File: src/rtl/prefix_arbiter.sv
// -----------------------------------------------------------------------------
// prefix_arbiter
//
// Purpose:
//   Shares one externally pipelined prefix adder (fixed latency LAT) between
//   two requesters. An accepted operation is registered into an issue stage
//   that drives the adder. A {valid, id} tag travels alongside the adder
//   pipeline, and the returning sum/carry is steered into the matching
//   response register.
//
// Configuration macro:
//   PREFIX_ARB_RR_EN  defined   -> round-robin arbitration. The requester that
//                                  was not granted at the last acceptance wins
//                                  a tie.
//                     undefined -> fixed priority. Requester 0 always wins.
//
// Parameters:
//   LAT  pipeline latency of the shared adder in cycles (>= 1)
//   W    operand / sum width
//
// Ports:
//   clk, rst                       clock, synchronous active-high reset
//   reqN_valid / reqN_ready        request handshake for requester N (0/1)
//   reqN_a, reqN_b, reqN_cin       operands and carry-in of requester N
//   add_a, add_b, add_cin          operands presented to the shared adder
//   add_y, add_cout                adder result for operands from LAT cycles ago
//   rspN_valid, rspN_sum, rspN_cout  one-cycle response pulse for requester N
//   idle                           no operation in issue, tag or response stage
// -----------------------------------------------------------------------------
module prefix_arbiter #(
    parameter int LAT = 4,
    parameter int W   = 32
) (
    input  logic         clk,
    input  logic         rst,
    input  logic         req0_valid,
    output logic         req0_ready,
    input  logic [W-1:0] req0_a,
    input  logic [W-1:0] req0_b,
    input  logic         req0_cin,
    input  logic         req1_valid,
    output logic         req1_ready,
    input  logic [W-1:0] req1_a,
    input  logic [W-1:0] req1_b,
    input  logic         req1_cin,
    output logic [W-1:0] add_a,
    output logic [W-1:0] add_b,
    output logic         add_cin,
    input  logic [W-1:0] add_y,
    input  logic         add_cout,
    output logic         rsp0_valid,
    output logic [W-1:0] rsp0_sum,
    output logic         rsp0_cout,
    output logic         rsp1_valid,
    output logic [W-1:0] rsp1_sum,
    output logic         rsp1_cout,
    output logic         idle
);

    logic           grant0_s;
    logic           grant1_s;
    logic           accept_s;

    logic           iss_vld_q, iss_vld_d;
    logic           iss_id_q,  iss_id_d;
    logic [W-1:0]   add_a_q,   add_a_d;
    logic [W-1:0]   add_b_q,   add_b_d;
    logic           add_cin_q, add_cin_d;

    logic [LAT-1:0] tag_vld_q, tag_vld_d;
    logic [LAT-1:0] tag_id_q,  tag_id_d;

    logic           rsp0_valid_q, rsp0_valid_d;
    logic [W-1:0]   rsp0_sum_q,   rsp0_sum_d;
    logic           rsp0_cout_q,  rsp0_cout_d;
    logic           rsp1_valid_q, rsp1_valid_d;
    logic [W-1:0]   rsp1_sum_q,   rsp1_sum_d;
    logic           rsp1_cout_q,  rsp1_cout_d;

    logic           idle_q, idle_d;

`ifdef PREFIX_ARB_RR_EN
    // Set when requester 1 should win the next tie.
    logic           prio1_q, prio1_d;
`endif

    // Grant selection. The ready signals must respond in the same cycle so a
    // lone requester sees no bubble. They are therefore combinational.
    always_comb begin
        grant0_s = 1'b0;
        grant1_s = 1'b0;
        if (rst) begin
            grant0_s = 1'b0;
            grant1_s = 1'b0;
        end else if (req0_valid && req1_valid) begin
`ifdef PREFIX_ARB_RR_EN
            grant0_s = ~prio1_q;
            grant1_s = prio1_q;
`else
            grant0_s = 1'b1;
            grant1_s = 1'b0;
`endif
        end else begin
            grant0_s = req0_valid;
            grant1_s = req1_valid;
        end
    end

    assign accept_s = grant0_s | grant1_s;

    // Next-state logic for the issue stage, tag pipeline, response stage and idle flag.
    always_comb begin
        iss_vld_d = accept_s;
        iss_id_d  = iss_id_q;
        add_a_d   = add_a_q;
        add_b_d   = add_b_q;
        add_cin_d = add_cin_q;
        if (accept_s) begin
            iss_id_d = grant1_s;
            if (grant1_s) begin
                add_a_d   = req1_a;
                add_b_d   = req1_b;
                add_cin_d = req1_cin;
            end else begin
                add_a_d   = req0_a;
                add_b_d   = req0_b;
                add_cin_d = req0_cin;
            end
        end else begin
            // Adder operands hold so the adder input does not toggle needlessly.
            iss_id_d  = iss_id_q;
            add_a_d   = add_a_q;
            add_b_d   = add_b_q;
            add_cin_d = add_cin_q;
        end

        // The tag shifts every cycle, in lock-step with the adder's internal pipeline.
        tag_vld_d    = tag_vld_q;
        tag_id_d     = tag_id_q;
        tag_vld_d[0] = iss_vld_q;
        tag_id_d[0]  = iss_id_q;
        for (int k = 1; k < LAT; k++) begin
            tag_vld_d[k] = tag_vld_q[k-1];
            tag_id_d[k]  = tag_id_q[k-1];
        end

        // The tag leaving the pipeline qualifies add_y/add_cout in this same cycle.
        rsp0_valid_d = tag_vld_q[LAT-1] & ~tag_id_q[LAT-1];
        rsp1_valid_d = tag_vld_q[LAT-1] &  tag_id_q[LAT-1];
        if (rsp0_valid_d) begin
            rsp0_sum_d  = add_y;
            rsp0_cout_d = add_cout;
        end else begin
            rsp0_sum_d  = rsp0_sum_q;
            rsp0_cout_d = rsp0_cout_q;
        end
        if (rsp1_valid_d) begin
            rsp1_sum_d  = add_y;
            rsp1_cout_d = add_cout;
        end else begin
            rsp1_sum_d  = rsp1_sum_q;
            rsp1_cout_d = rsp1_cout_q;
        end

        // Idle is computed from next-state values, so the registered flag
        // describes the stage contents in the same cycle it is visible.
        idle_d = ~(iss_vld_d | (|tag_vld_d) | rsp0_valid_d | rsp1_valid_d);

`ifdef PREFIX_ARB_RR_EN
        if (accept_s) begin
            prio1_d = ~grant1_s;
        end else begin
            prio1_d = prio1_q;
        end
`endif
    end

    // State registers. Reset clears every tag, so stale adder output is never captured.
    always_ff @(posedge clk) begin
        if (rst) begin
            iss_vld_q    <= 1'b0;
            iss_id_q     <= 1'b0;
            add_a_q      <= {W{1'b0}};
            add_b_q      <= {W{1'b0}};
            add_cin_q    <= 1'b0;
            tag_vld_q    <= {LAT{1'b0}};
            tag_id_q     <= {LAT{1'b0}};
            rsp0_valid_q <= 1'b0;
            rsp0_sum_q   <= {W{1'b0}};
            rsp0_cout_q  <= 1'b0;
            rsp1_valid_q <= 1'b0;
            rsp1_sum_q   <= {W{1'b0}};
            rsp1_cout_q  <= 1'b0;
            idle_q       <= 1'b1;
`ifdef PREFIX_ARB_RR_EN
            prio1_q      <= 1'b0;
`endif
        end else begin
            iss_vld_q    <= iss_vld_d;
            iss_id_q     <= iss_id_d;
            add_a_q      <= add_a_d;
            add_b_q      <= add_b_d;
            add_cin_q    <= add_cin_d;
            tag_vld_q    <= tag_vld_d;
            tag_id_q     <= tag_id_d;
            rsp0_valid_q <= rsp0_valid_d;
            rsp0_sum_q   <= rsp0_sum_d;
            rsp0_cout_q  <= rsp0_cout_d;
            rsp1_valid_q <= rsp1_valid_d;
            rsp1_sum_q   <= rsp1_sum_d;
            rsp1_cout_q  <= rsp1_cout_d;
            idle_q       <= idle_d;
`ifdef PREFIX_ARB_RR_EN
            prio1_q      <= prio1_d;
`endif
        end
    end

    assign req0_ready = grant0_s;
    assign req1_ready = grant1_s;
    assign add_a      = add_a_q;
    assign add_b      = add_b_q;
    assign add_cin    = add_cin_q;
    assign rsp0_valid = rsp0_valid_q;
    assign rsp0_sum   = rsp0_sum_q;
    assign rsp0_cout  = rsp0_cout_q;
    assign rsp1_valid = rsp1_valid_q;
    assign rsp1_sum   = rsp1_sum_q;
    assign rsp1_cout  = rsp1_cout_q;
    assign idle       = idle_q;

endmodule
File: config.mk
export PLATFORM = sky130hd
export DESIGN_NAME = prefix_arbiter
export DESIGN_NICKNAME = d
export VERILOG_FILES = /design/src/rtl/prefix_arbiter.sv
export SDC_FILE = /design/constraint.sdc
export NUM_CORES = 1
export LEC_CHECK = 0
export CORE_MARGIN = 2
export CORE_UTILIZATION = 36
export DETAILED_ROUTE_END_ITERATION = 7
export PLACE_DENSITY = 0.8
export SLEW_MARGIN = 30
export SYNTH_ARGS = -nofsm -noshare
export SYNTH_HDL_FRONTEND = slang
export SYNTH_SLANG_ARGS = --single-unit
File: constraint.sdc
create_clock -name clk -period 1.3 [get_ports clk]
set_input_delay 0.26 -clock clk [delete_from_list [all_inputs] [get_ports clk]]
set_output_delay 0.26 -clock clk [all_outputs]
set_load 0.005 [all_outputs]
==> job_summary.md <==
## Implementation flow summary

| Metric | Value |
|---|---|
| Run status | finished clean |
| WP depth | 1 |
| Most used logic cell in the final layout | clkdlybuf4s50_1 |
| Drt drc | 0 |
| Met1 GRT Util | between 20% and 30% |
| Pwr top | clock |
| P_seq | 0.00466 W |
| Bufs w/o clock | about 320 |
| Clock power share | between 40 and 50% |
| Synth mux share | around 25% |
| Avg Inst Size Synth | ~9.5 um2 |
| Worst setup path end | add_a[8] |
| Core area | approximately 16000 um2 |
| Syn Std Cell Area | about 5800 um2 |
| Top comb family, area | multiplexers |
| R2R setup slack | between 0.15 and 0.2 ns |
| Largest cell class by area | non-clock buffers |
| Adder share | 0% |
| Sequential share of the synthesized area | around half |
| Storage cell area | 2897 um2 |
| P_clk | between 0.004 and 0.005 W |
| Setup violations, final | 0 |
| Ao+oa area frac | between 5 and 6% |
| Total of fill cells in the finished design | ~1400 |
| CP Launch Point | add_a[8]$_SDFFE_PP0P_ |
| Comb power | around 0.0015 W |
| Synth area leader | dfxtp_1 |
| Initial DRC count | approximately 150 |
| Clock buf count | 18 |
| FFs w/ async S/R, synth | 0% |
| R2r startpoint | tag_vld_q[3]$_SDFF_PP0_ |
| GR Util met3 | between 7 and 8% |
| CTS Sinks | approximately 140 |
| Sequence of cells on the critical path | dlygate4sd2_1 |
| Flop count | between 100 and 150 |
| Logic pwr share | between 10% and 20% |
| Ys flop type | dfxtp_1 |
| WL met1 | between 6 and 7 mm |
| Vias per cell | ~4.6 |
| Num CTS Buffers | 17 |
| Slew @ Worst Pin | ~0.38 ns |
| Gpl congestion | 0.7751 |
| CTS resizes | roughly 150 |
| First-pass GRT wire length | between 20 and 25 mm |
| FMAX | 0.7914 GHz |
| Critical Path Fanout Max | 2 |
| Buf+Inv Stages, Crit Path | 1 |
| Final wirelength | between 15 and 20 mm |
| Die Size | 17050 um2 |
| Hold depth | 4 |
| Pwr dens | 1148 nW/um2 |
| Crit Path Class | flip-flop to output port |
| P_int | just over 0.008 W |
| Worst VDD drop | slightly above 0.0008 V |
| Die width | 130.6 um |
| Commonest cells post-synth | dfxtp_1, nand2_1, nor2_1, a21oi_1, mux2i_1 |
| Total grt overflow | 0 |
| Cells after synthesis | a little over 600 |
| Detail Route Antenna Nets | 0 |
| Hold Path Sink | add_a[11]$_SDFFE_PP0P_ |
| Number of global-route vias before repair | 4960 |
| Crit-path leading delay family | flip-flops |
| Mapped Nets | just under 800 |
| Port Buffers | ~300 |
sizing.png
(3 px per um)
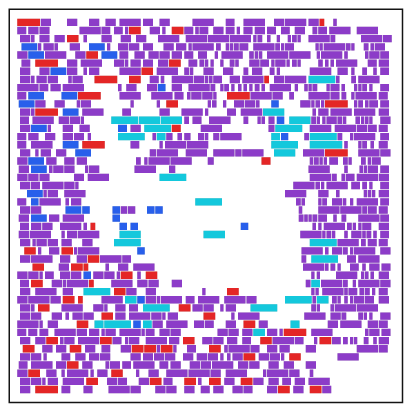
[x1 and smaller] purple | cells: 777 | share: 85%
[x6 and larger] cyan | cells: 34 | share: 3.7%
[x2] red | cells: 67 | share: 7.3%
[x3 and x4] blue | cells: 35 | share: 3.8%

gates.png
(3 px per um)
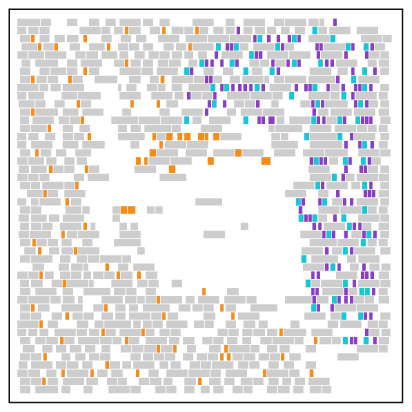
[nor cells] orange | cells: 84
[nand cells] purple | cells: 134
[aoi and oai cells] cyan | cells: 66

m3.png
(4 px per um)
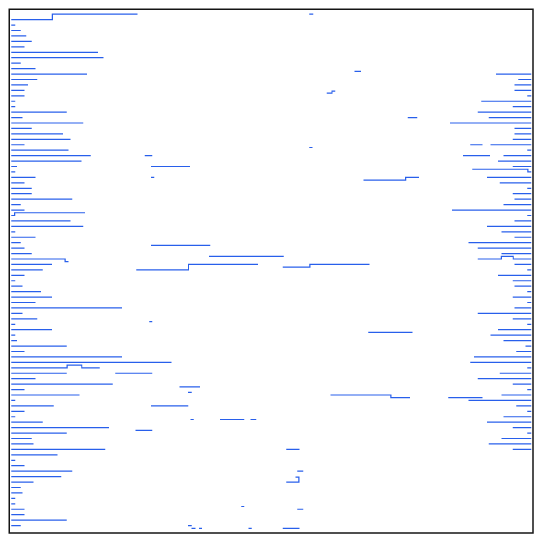
main direction: horizontal
longest straight run: 39.8 um
share of all routed wire: 9.0%
nets with wire on the layer: 179

No activity file was given, so power comes from the tool's default toggle rates.
